`src/rtl/seq_det_arb_pkg.sv`:
```
`default_nettype none
// ============================================================================
// Module      : seq_det_arb_pkg
// Description : Shared constants and the state encoding for the round-robin
//               arbiter that time-shares one serial sequence detector.
//               Configuration macro used by the arbiter:
//                   SEQ_DET_ARB_FIXED_PRIO_EN - fixed priority (req[0] first)
//                                               instead of round-robin.
// Contents    : c_NREQ_DEFAULT, c_BURST_LEN_DEFAULT, c_CNT_W_DEFAULT,
//               state_t and the c_ST_* state codes.
// Revision    : 1.0 - initial release
// ============================================================================
package seq_det_arb_pkg;

    // Default build configuration.
    localparam int c_NREQ_DEFAULT      = 4;
    localparam int c_BURST_LEN_DEFAULT = 8;
    localparam int c_CNT_W_DEFAULT     = 8;

    // Arbiter state encoding.
    localparam int c_STATE_W = 2;
    typedef logic [c_STATE_W-1:0] state_t;

    localparam state_t c_ST_IDLE  = 2'b00;  // arbitration, no grant
    localparam state_t c_ST_RUN   = 2'b01;  // grant held, bits forwarded
    localparam state_t c_ST_FLUSH = 2'b10;  // one-cycle detector clear

endpackage : seq_det_arb_pkg
`default_nettype wire

```
`src/rtl/seq_det_arbiter_rr_pick.sv`:
```
`default_nettype none
// ============================================================================
// Module      : rr_pick
// Description : Combinational requester selection for seq_det_arbiter.
//               Default: round-robin, searching upward from rr_ptr+1 with
//               wrap-around at NREQ.
//               With SEQ_DET_ARB_FIXED_PRIO_EN defined: the lowest-index set
//               request wins and rr_ptr is ignored.
// Ports       : req      in   NREQ   request vector
//               rr_ptr   in   IDX_W  index of the last granted requester
//               sel_vld  out  1      at least one request is set
//               sel_oh   out  NREQ   one-hot selection (zero if none)
//               sel_idx  out  IDX_W  index of the selected requester
// Revision    : 1.0 - initial release
// ============================================================================
module rr_pick
    import seq_det_arb_pkg::*;
#(
    parameter int NREQ  = c_NREQ_DEFAULT,
    parameter int IDX_W = $clog2(NREQ)
) (
    input  logic [NREQ-1:0]  req,
    input  logic [IDX_W-1:0] rr_ptr,
    output logic             sel_vld,
    output logic [NREQ-1:0]  sel_oh,
    output logic [IDX_W-1:0] sel_idx
);

    logic             w_found;
    logic [IDX_W-1:0] w_idx;

`ifdef SEQ_DET_ARB_FIXED_PRIO_EN

    always_comb begin
        w_found = 1'b0;
        w_idx   = '0;
        for (int k = 0; k < NREQ; k++) begin
            if (!w_found && req[k]) begin
                w_found = 1'b1;
                w_idx   = IDX_W'(k);
            end
        end
    end

`else

    // One extra bit holds rr_ptr + k before the wrap; rr_ptr <= NREQ-1 and
    // k <= NREQ, so a single conditional subtract is enough to wrap, which
    // also keeps non-power-of-two NREQ correct.
    logic [IDX_W:0] w_cand;

    always_comb begin
        w_found = 1'b0;
        w_idx   = '0;
        w_cand  = '0;
        for (int k = 1; k <= NREQ; k++) begin
            w_cand = {1'b0, rr_ptr} + (IDX_W+1)'(k);
            if (w_cand >= (IDX_W+1)'(NREQ)) begin
                w_cand = w_cand - (IDX_W+1)'(NREQ);
            end
            if (!w_found && req[w_cand[IDX_W-1:0]]) begin
                w_found = 1'b1;
                w_idx   = w_cand[IDX_W-1:0];
            end
        end
    end

`endif

    always_comb begin
        sel_oh = '0;
        if (w_found) begin
            sel_oh[w_idx] = 1'b1;
        end
    end

    assign sel_vld = w_found;
    assign sel_idx = w_idx;

endmodule : rr_pick
`default_nettype wire

```
`src/rtl/seq_det_arbiter.sv`:
```
`default_nettype none
// ============================================================================
// Module      : seq_det_arbiter
// Description : Shares one serial sequence detector (input w, Moore output b)
//               among NREQ requesters. One requester is granted per burst of
//               at most BURST_LEN cycles; its serial bit is forwarded to the
//               detector and any b=1 reported during its burst sets its
//               sticky hit flag. A one-cycle detector clear separates bursts
//               so no detector state leaks between requesters.
//               Configuration macro:
//                   SEQ_DET_ARB_FIXED_PRIO_EN - fixed priority, req[0] highest
//                                               (default: round-robin).
// Ports       : clk      in   1     rising-edge clock
//               rst      in   1     asynchronous reset, active-high
//               req      in   NREQ  per-requester request (level)
//               w_in     in   NREQ  per-requester serial data bit
//               det_b    in   1     detector Moore output b
//               gnt      out  NREQ  one-hot grant, registered
//               det_w    out  1     detector w input, registered
//               det_clr  out  1     detector clear pulse, registered
//               hit      out  NREQ  sticky per-requester hit flags
//               hit_clr  in   NREQ  per-bit clear of hit (set wins)
//               busy     out  1     high in RUN or FLUSH
// Revision    : 1.0 - initial release
// ============================================================================
module seq_det_arbiter
    import seq_det_arb_pkg::*;
#(
    parameter int NREQ      = c_NREQ_DEFAULT,
    parameter int BURST_LEN = c_BURST_LEN_DEFAULT,
    parameter int CNT_W     = c_CNT_W_DEFAULT
) (
    input  logic            clk,
    input  logic            rst,
    input  logic [NREQ-1:0] req,
    input  logic [NREQ-1:0] w_in,
    input  logic            det_b,
    output logic [NREQ-1:0] gnt,
    output logic            det_w,
    output logic            det_clr,
    output logic [NREQ-1:0] hit,
    input  logic [NREQ-1:0] hit_clr,
    output logic            busy
);

    localparam int                 c_IDX_W      = $clog2(NREQ);
    localparam logic [CNT_W-1:0]   c_CNT_LAST   = CNT_W'(BURST_LEN - 1);
    localparam logic [c_IDX_W-1:0] c_RR_PTR_RST = c_IDX_W'(NREQ - 1);

    // ------------------------------------------------------------------
    // Registered state
    // ------------------------------------------------------------------
    state_t             r_state;
    logic [NREQ-1:0]    r_gnt;
    logic               r_det_w;
    logic               r_det_clr;
    logic [NREQ-1:0]    r_hit;
    logic [c_IDX_W-1:0] r_rr_ptr;
    logic [c_IDX_W-1:0] r_sel;
    logic [CNT_W-1:0]   r_cnt;

    // ------------------------------------------------------------------
    // Next-state values
    // ------------------------------------------------------------------
    state_t             w_state_nxt;
    logic [NREQ-1:0]    w_gnt_nxt;
    logic               w_det_w_nxt;
    logic               w_det_clr_nxt;
    logic [NREQ-1:0]    w_hit_set;
    logic [NREQ-1:0]    w_hit_nxt;
    logic [c_IDX_W-1:0] w_rr_ptr_nxt;
    logic [c_IDX_W-1:0] w_sel_nxt;
    logic [CNT_W-1:0]   w_cnt_nxt;
    logic               w_run_exit;

    // Selector outputs
    logic               w_pick_vld;
    logic [NREQ-1:0]    w_pick_oh;
    logic [c_IDX_W-1:0] w_pick_idx;

    rr_pick #(
        .NREQ    (NREQ),
        .IDX_W   (c_IDX_W)
    ) u_rr_pick (
        .req     (req),
        .rr_ptr  (r_rr_ptr),
        .sel_vld (w_pick_vld),
        .sel_oh  (w_pick_oh),
        .sel_idx (w_pick_idx)
    );

    // Burst ends on the length limit or when the owner withdraws; both
    // conditions together still produce a single exit.
    assign w_run_exit = (r_cnt == c_CNT_LAST) || !req[r_sel];

    // ------------------------------------------------------------------
    // Next-state and output logic
    // ------------------------------------------------------------------
    always_comb begin
        w_state_nxt   = r_state;
        w_gnt_nxt     = r_gnt;
        w_det_w_nxt   = 1'b0;
        w_det_clr_nxt = 1'b0;
        w_rr_ptr_nxt  = r_rr_ptr;
        w_sel_nxt     = r_sel;
        w_cnt_nxt     = r_cnt;
        w_hit_set     = '0;

        case (r_state)
            c_ST_IDLE: begin
                w_gnt_nxt = '0;
                if (w_pick_vld) begin
                    w_state_nxt = c_ST_RUN;
                    w_gnt_nxt   = w_pick_oh;
                    w_sel_nxt   = w_pick_idx;
                    w_cnt_nxt   = '0;
                end
            end

            c_ST_RUN: begin
                w_cnt_nxt = r_cnt + CNT_W'(1);
                // The detector output in the first RUN cycle still reflects
                // the cleared state, so only later cycles count as hits.
                if (det_b && (r_cnt != '0)) begin
                    w_hit_set = r_gnt;
                end
                if (w_run_exit) begin
                    // Bits arriving on the exit edge belong to a burst that
                    // is being closed, so they are not forwarded.
                    w_state_nxt   = c_ST_FLUSH;
                    w_gnt_nxt     = '0;
                    w_det_clr_nxt = 1'b1;
                    w_rr_ptr_nxt  = r_sel;
                end else begin
                    w_det_w_nxt   = w_in[r_sel];
                end
            end

            c_ST_FLUSH: begin
                w_state_nxt = c_ST_IDLE;
                w_gnt_nxt   = '0;
            end

            default: begin
                w_state_nxt = c_ST_IDLE;
                w_gnt_nxt   = '0;
            end
        endcase

        // Set has priority over clear on the same bit.
        w_hit_nxt = (r_hit & ~hit_clr) | w_hit_set;
    end

    // ------------------------------------------------------------------
    // State register
    // ------------------------------------------------------------------
    always_ff @(posedge clk or posedge rst) begin
        if (rst) begin
            r_state   <= c_ST_IDLE;
            r_gnt     <= '0;
            r_det_w   <= 1'b0;
            r_det_clr <= 1'b1;   // detector held cleared during reset
            r_hit     <= '0;
            r_rr_ptr  <= c_RR_PTR_RST;
            r_sel     <= '0;
            r_cnt     <= '0;
        end else begin
            r_state   <= w_state_nxt;
            r_gnt     <= w_gnt_nxt;
            r_det_w   <= w_det_w_nxt;
            r_det_clr <= w_det_clr_nxt;
            r_hit     <= w_hit_nxt;
            r_rr_ptr  <= w_rr_ptr_nxt;
            r_sel     <= w_sel_nxt;
            r_cnt     <= w_cnt_nxt;
        end
    end

    assign gnt     = r_gnt;
    assign det_w   = r_det_w;
    assign det_clr = r_det_clr;
    assign hit     = r_hit;
    assign busy    = (r_state != c_ST_IDLE);

endmodule : seq_det_arbiter
`default_nettype wire

```
`config.mk`:
```
export PLATFORM = sky130hd
export DESIGN_NAME = seq_det_arbiter
export DESIGN_NICKNAME = d
export VERILOG_FILES = /design/src/rtl/seq_det_arb_pkg.sv /design/src/rtl/seq_det_arbiter_rr_pick.sv /design/src/rtl/seq_det_arbiter.sv
export SDC_FILE = /design/constraint.sdc
export NUM_CORES = 1
export LEC_CHECK = 0
export ABC_AREA = 1
export CORE_MARGIN = 2
export CORE_UTILIZATION = 30
export DETAILED_ROUTE_END_ITERATION = 12
export PLACE_DENSITY = 0.61
export SLEW_MARGIN = 20
export SYNTH_ARGS = -nofsm -noshare
export SYNTH_HDL_FRONTEND = slang
export SYNTH_SLANG_ARGS = --single-unit
```
`constraint.sdc`:
```
create_clock -name clk -period 1.95 [get_ports clk]
set_input_delay 0.195 -clock clk [delete_from_list [all_inputs] [get_ports clk]]
set_output_delay 0.195 -clock clk [all_outputs]
set_load 0.03 [all_outputs]
```
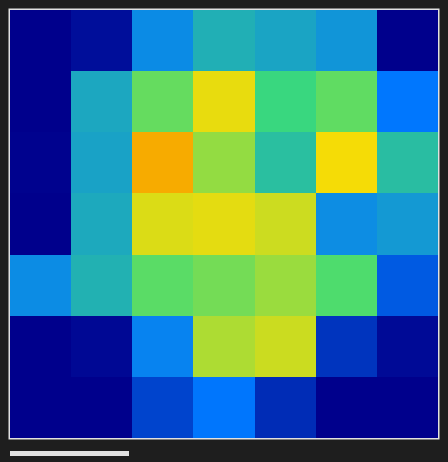
Fig. 1. Cell area per tile (run 1).
The bar under the picture is 20 um long. 7 x 7 tiles, from dark blue (low) to red (high), 0 to 100% covered.
22% of the tiles are nearly empty. The fullest tile reaches 81%. The densest ninth of the die: centre. The emptiest ninth of the die: south-west. The mean over all tiles is 33%. 2.0% of the tiles are over 75% full.

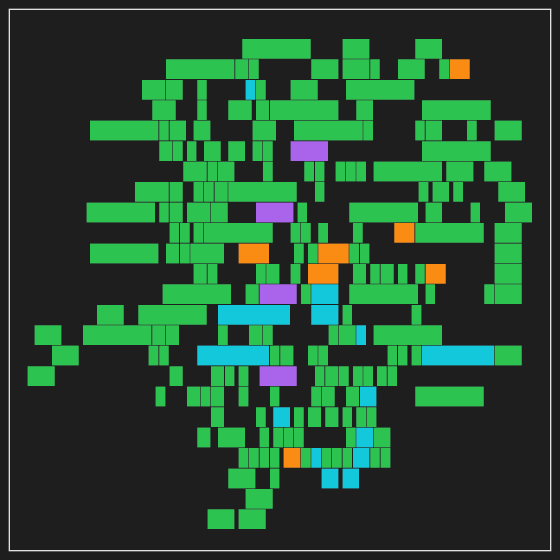
Fig. 2. Drive-strength map (run 1).
Key: drive 3 to 4 = orange [cells 7, share 3.2%, most used buf_4]; drive 2 = cyan [cells 14, share 6.5%, most used nand2_2]; drive 6 and up = purple [cells 4, share 1.9%, most used clkbuf_8]; drive 1 or less = green [cells 191, share 88%, most used nand2_1]

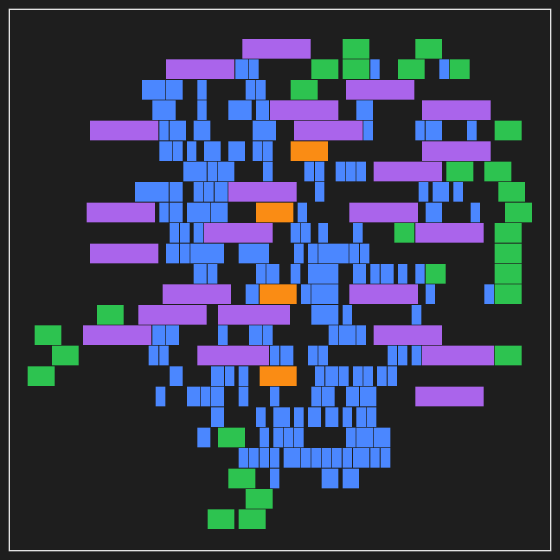
Fig. 3. Placed cells, one colour a class (run 1).
Key: all other logic = blue [cells 160, share of their area 45%]; flip-flops = purple [cells 24, share of their area 36%]; other buffers and delay cells = green [cells 28, share of their area 16%]; clock drivers and dummy loads = orange [cells 4, share of their area 3.2%]

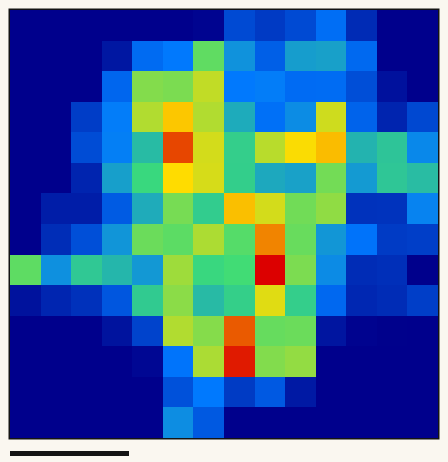
Fig. 4. Routed metal per tile (run 1).
The bar under the picture is 20 um long. 14 x 14 tiles, from dark blue (low) to red (high), scaled to the fullest tile. Values are wire area over tile area, all layers added.
The mean over all tiles is 0.088. The densest ninth of the die: centre. 22% of the tiles are over half the peak. The emptiest ninth of the die: south-west.

==> results.sh, run 1 <==
# physical design summary
export IMPL_ys_seq_elements=24
export IMPL_cp_top_family="simple AND/OR/NAND/NOR gates"
export IMPL_final_nets=234
export IMPL_cts_resized_gates=0
export IMPL_root_buffer="clkbuf_8"
export IMPL_cp_cell_sequence="inv_4 > nand2_2 > nand2_1 > nand2_1 > nand2_1 > nor2_4 > nand3_2 > nand2_4 > nand2_4 > inv_2 > nand2_1 > o21ai_1"
export IMPL_ctsHoldBuffers=0
export IMPL_min_period_ns=1.74
export IMPL_p_seq_frac=0.305
export IMPL_comb_power_mw=1.47
export IMPL_fmax_mhz=576
export IMPL_yosysTopAreaCell="dfrtp_1"
export IMPL_synthToLayoutAreaGrowth_pct=27.9
export IMPL_synth_cell_type_count=23
export IMPL_track_usage=0.133
export IMPL_worst_setup_path_start_kind="flop"
export IMPL_diodes=0
export IMPL_design_seq_count=24
export IMPL_syn_area_um2=1380
export IMPL_fp_row_count=24
export IMPL_grt_setup_unrepaired="no"
export IMPL_largestClassByArea="logic gates"
export IMPL_p_switching_mw=1.24
export IMPL_syn_inst=185
export IMPL_holdWs_ns=0.267
export IMPL_route_detailed_drc=0
export IMPL_htreeDepth=1
export IMPL_r2r_end="r_cnt[4]"
export IMPL_finalClockPeriodUsage=0.890
export IMPL_combAreaFraction=0.367
export IMPL_nonClockInverterCount=31
export IMPL_drtIter0Drc=46
export IMPL_seq_power_mw=0.796
export IMPL_crit_fanout=10
export IMPL_final_clk_cell_share=0.0312
export IMPL_grt_max_degree=25
export IMPL_cp_slowest_cell="dfstp_2"
export IMPL_p_int_mw=1.36
export IMPL_topCombFamilyByArea="simple AND/OR/NAND/NOR gates"
export IMPL_share_comb_of_total_power=0.563
export IMPL_power_leader="combinational cells"
export IMPL_run_status="finished, final reports clean"
export IMPL_irDropWorstVdd_mv=0.541
export IMPL_io_pin_count=26
export IMPL_wl_met3_um=91
export IMPL_aoi_share=0.0980
export IMPL_reg2reg_from="r_rr_ptr[0]"
export IMPL_fp_coreArea_um2=4380
export IMPL_worstSetupEndpoint="r_cnt[4]"
export IMPL_dr_max_layer_used="met4"
export IMPL_timing_max_cap_violations=0
export IMPL_adder_share=0.0181
export IMPL_ys_chip_area_um2=1380
export IMPL_place_congestion=0.806
export IMPL_ys_warn_count=0
export IMPL_area_share_nonclk_buffers=0.155
export IMPL_setup_viol=0
export IMPL_synthArstFlopShare=1.00
export IMPL_power_switching_share=0.477
export IMPL_wl_met2_mm=1.32
export IMPL_cts_buffers=3
export IMPL_seq_share=0.343
export IMPL_synthSimpleGateAreaFrac=0.316
export IMPL_common_cells="nand2_1, inv_1, dfrtp_1"
export IMPL_wire_per_inst_um=10.9
export IMPL_gr_total_overflow=0
export IMPL_slew_headroom=0.751
export IMPL_antenna_found_initial=0
export IMPL_clkbuf_count=4
export IMPL_clock_path_buffers=2
export IMPL_ys_cells=185
export IMPL_drtAntennaViolNets=0
export IMPL_mi_logic_area_um2=648
export IMPL_dp_slack_ns=0.238
export IMPL_fp_dieH_um=71.8
export IMPL_die_area_um2=5150
export IMPL_finClkSkew_ns=0.00377
export IMPL_fin_total_pwr_mw=2.61
export IMPL_worst_slew_pin_slew_ns=0.371
export IMPL_yosysTopAreaCellShare=0.381
export IMPL_num_multi_input_gates=129
export IMPL_r2r_setup_slack_ns=0.21
export IMPL_clock_latency_ns=0.27
export IMPL_cp_required_ns=2.15
export IMPL_cts_clk_slew_worst_paths_ns=0.09
export IMPL_cts_sinks=24
export IMPL_postCtsSetupBuffers=0
export IMPL_wl_mm=2.92
export IMPL_fin_cells=268
export IMPL_crit_start="r_rr_ptr[0]"
export IMPL_seq_area_um2=604
export IMPL_edf_count=0
export IMPL_drive_above_1_share=0.116
export IMPL_worst_path_most_repeated_cell="nand2_1"
export IMPL_placedCellCount=264
export IMPL_muxShareOfSynthArea=0
export IMPL_slew_violations=0
export IMPL_cts_tree="yes"
export IMPL_dp_hpwl_mm=2.25
export IMPL_die_w_um=71.8
export IMPL_criticalPathCategory="flop to flop"
export IMPL_use_met3=0.0197
export IMPL_cp_arrival_ns=1.93
export IMPL_io_buffers=25
export IMPL_critPathMaxStageDelay_ns=0.65
export IMPL_p_leak_nw=0.863
export IMPL_vias=1205
export IMPL_final_cell_mix="nand2_1, inv_1, clkdlybuf4s50_1"
export IMPL_fp_util=0.314
export IMPL_fillers=467
export IMPL_dpl_cell_area_um2=1710
export IMPL_xor_share=0.0381
export IMPL_largest_reg_flops=8
export IMPL_final_setup_tns_ns=0
export IMPL_worst_path_stages=12
export IMPL_wl_met1_mm=1.49
export IMPL_warnings=27
export IMPL_first_global_vias=1224
export IMPL_final_area_um2=1760
export IMPL_met1_usage=0.193
export IMPL_topCellsByArea="dfrtp_1, nand2_1, inv_1"
export IMPL_grtUsageMet2=0.206
export IMPL_nWellTaps=52
export IMPL_worstRegToRegCells=12
==> run 1 -> run 2 <==
--- a/config.mk
+++ b/config.mk
@@ -6,7 +6,7 @@
 export NUM_CORES = 1
 export LEC_CHECK = 0
 export ABC_AREA = 1
-export CORE_MARGIN = 2
+export CORE_MARGIN = 3
 export CORE_UTILIZATION = 30
 export DETAILED_ROUTE_END_ITERATION = 12
 export PLACE_DENSITY = 0.61
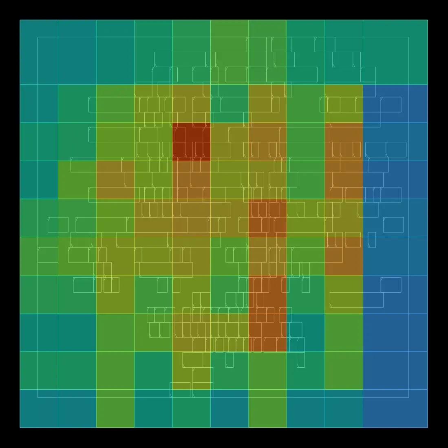
Fig. 5. Track usage over the die (run 2).
GRT met2 Usage: 0.178
met3 usage: 0.0315

==> run 2 against run 1 <==
Against the previous run: sequential share of layout area fell by 0.31 points; critical path depth is the same; via count decreased by 0.41%; count of clock-buffer cells in the layout shrank 1; sequential cell count stayed put; routed wire length fell by 5.2%; setup slack improved by 0.024 ns; design area is 0.92% higher; clock power increased by 27%; clock skew rose by 0.0029 ns; area after synthesis unchanged; fmax grew 1.4%; largest cell class unchanged; highest routed layer unchanged.
==> results.sh, run 2 <==
# physical design summary
export IMPL_run_status="finished, final reports clean"
export IMPL_fp_row_count=24
export IMPL_worst_slew_pin_slew_ns=0.361
export IMPL_criticalPathCategory="flop to flop"
export IMPL_worstSetupEndpoint="r_cnt[4]"
export IMPL_io_buffers=25
export IMPL_drtAntennaViolNets=0
export IMPL_place_congestion=0.834
export IMPL_nWellTaps=52
export IMPL_seq_power_mw=0.796
export IMPL_syn_area_per_cell_um2=7.45
export IMPL_final_setup_tns_ns=0
export IMPL_dpl_cell_area_um2=1710
export IMPL_p_leak_nw=0.870
export IMPL_track_usage=0.115
export IMPL_nonClockInverterCount=31
export IMPL_edf_count=0
export IMPL_xor_share=0.0381
export IMPL_endpoint_kind="flop"
export IMPL_warnings=27
export IMPL_postCtsSetupBuffers=0
export IMPL_die_area_um2=5450
export IMPL_crit_start="r_rr_ptr[0]"
export IMPL_htreeDepth=1
export IMPL_route_detailed_drc=0
export IMPL_ctsHoldBuffers=0
export IMPL_viasPerCell=4.48
export IMPL_seq_area_um2=604
export IMPL_cts_sinks=24
export IMPL_final_cell_mix="nand2_1, inv_1, clkdlybuf4s50_1"
export IMPL_timing_max_cap_violations=0
export IMPL_ys_cells=185
export IMPL_finalClockPeriodUsage=0.878
export IMPL_cp_top_family="simple AND/OR/NAND/NOR gates"
export IMPL_r2r_end="r_cnt[4]"
export IMPL_p_int_mw=1.46
export IMPL_fillers=459
export IMPL_fin_cells=268
export IMPL_dp_slack_ns=0.231
export IMPL_placedCellCount=264
export IMPL_aoi_share=0.0980
export IMPL_met1_usage=0.163
export IMPL_worst_setup_path_start_kind="flop"
export IMPL_wl_mm=2.77
export IMPL_wire_per_inst_um=10.3
export IMPL_slew_headroom=0.759
export IMPL_final_clk_cell_share=0.0401
export IMPL_die_w_um=73.8
export IMPL_critical_path_buf_inv_count=2
export IMPL_regMostFlops="r_cnt"
export IMPL_holdWs_ns=0.253
export IMPL_wl_met3_um=123
export IMPL_p_switching_mw=1.23
export IMPL_combAreaFraction=0.364
export IMPL_clock_path_buffers=2
export IMPL_power_leader="combinational cells"
export IMPL_common_cells="nand2_1, inv_1, dfrtp_1"
export IMPL_share_comb_of_total_power=0.541
export IMPL_cts_resized_gates=0
export IMPL_worstRegToRegCells=12
export IMPL_synthArstFlopShare=1.00
export IMPL_root_buffer="clkbuf_8"
export IMPL_wl_met2_mm=1.26
export IMPL_largest_reg_flops=8
export IMPL_grt_setup_unrepaired="no"
export IMPL_p_seq_frac=0.296
export IMPL_design_seq_count=24
export IMPL_topCellsByArea="dfrtp_1, nand2_1, inv_1"
export IMPL_syn_area_um2=1380
export IMPL_yosysTopAreaCell="dfrtp_1"
export IMPL_antenna_found_initial=0
export IMPL_setup_viol=0
export IMPL_min_period_ns=1.71
export IMPL_muxShareOfSynthArea=0
export IMPL_gr_total_overflow=0
export IMPL_powerDensity_nw_per_um2=1510
export IMPL_grt_pass1_wl_mm=4.98
export IMPL_reg2reg_from="r_rr_ptr[0]"
export IMPL_clock_latency_ns=0.27
export IMPL_cp_arrival_ns=1.91
export IMPL_grt_max_degree=25
export IMPL_power_switching_share=0.458
export IMPL_first_global_vias=1142
export IMPL_critPathMaxStageDelay_ns=0.65
export IMPL_mi_logic_area_um2=648
export IMPL_largestClassByArea="logic gates"
export IMPL_fmax_mhz=584
export IMPL_worst_path_stages=12
export IMPL_adder_share=0.0181
export IMPL_cp_required_ns=2.15
export IMPL_pwr_group_clock_mw=0.437
export IMPL_synth_seq_share=0.438
export IMPL_syn_inst=185
export IMPL_cts_tree="yes"
export IMPL_clkbuf_count=3
export IMPL_synthSimpleGateAreaFrac=0.316
export IMPL_cts_clk_slew_worst_paths_ns=0.09
export IMPL_dr_max_layer_used="met4"
export IMPL_irDropWorstVdd_mv=0.784
export IMPL_cts_buffers=3
export IMPL_cp_slowest_cell="dfstp_2"
export IMPL_dp_hpwl_mm=2.20
export IMPL_slew_violations=0
export IMPL_fp_util=0.314
export IMPL_final_nets=234
export IMPL_ys_seq_elements=24
export IMPL_worst_path_most_repeated_cell="nand2_1"
export IMPL_cp_cell_sequence="inv_4 > nand2_1 > nand2_1 > nand2_2 > nand2_2 > nor2_4 > nand3_2 > nand2_4 > nand2_4 > inv_2 > nand2_1 > o21ai_1"
export IMPL_drtIter0Drc=70
export IMPL_num_multi_input_gates=129
export IMPL_vias=1200
export IMPL_ys_warn_count=0
export IMPL_drive_above_1_share=0.116
export IMPL_ys_chip_area_um2=1380
export IMPL_fin_total_pwr_mw=2.69
export IMPL_yosysTopAreaCellShare=0.381
export IMPL_area_share_nonclk_buffers=0.153
export IMPL_diodes=0
export IMPL_io_pin_count=26
export IMPL_fp_dieH_um=73.8
export IMPL_topCombFamilyByArea="simple AND/OR/NAND/NOR gates"
export IMPL_finClkSkew_ns=0.00663
export IMPL_lay_top_count="nand2_1"
export IMPL_wl_met1_mm=1.38
export IMPL_synth_cell_type_count=23
export IMPL_fp_coreArea_um2=4380
export IMPL_crit_fanout=10
export IMPL_comb_power_mw=1.45
export IMPL_r2r_setup_slack_ns=0.24
export IMPL_seq_share=0.339
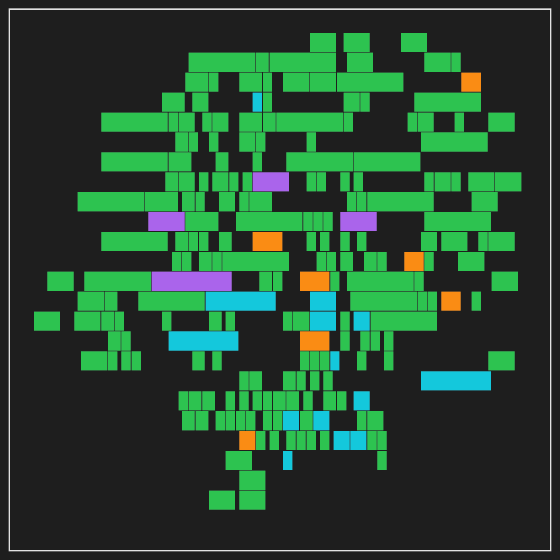
Fig. 6. Drive-strength map (run 2).
area grow syn2layout: 29.1%
Non-Clock Buffer Count: 28
post-route cell area: 1780 um2
final worst slack: 0.238 ns

Power figures rest on the tool's default switching activity, not on a simulated workload.
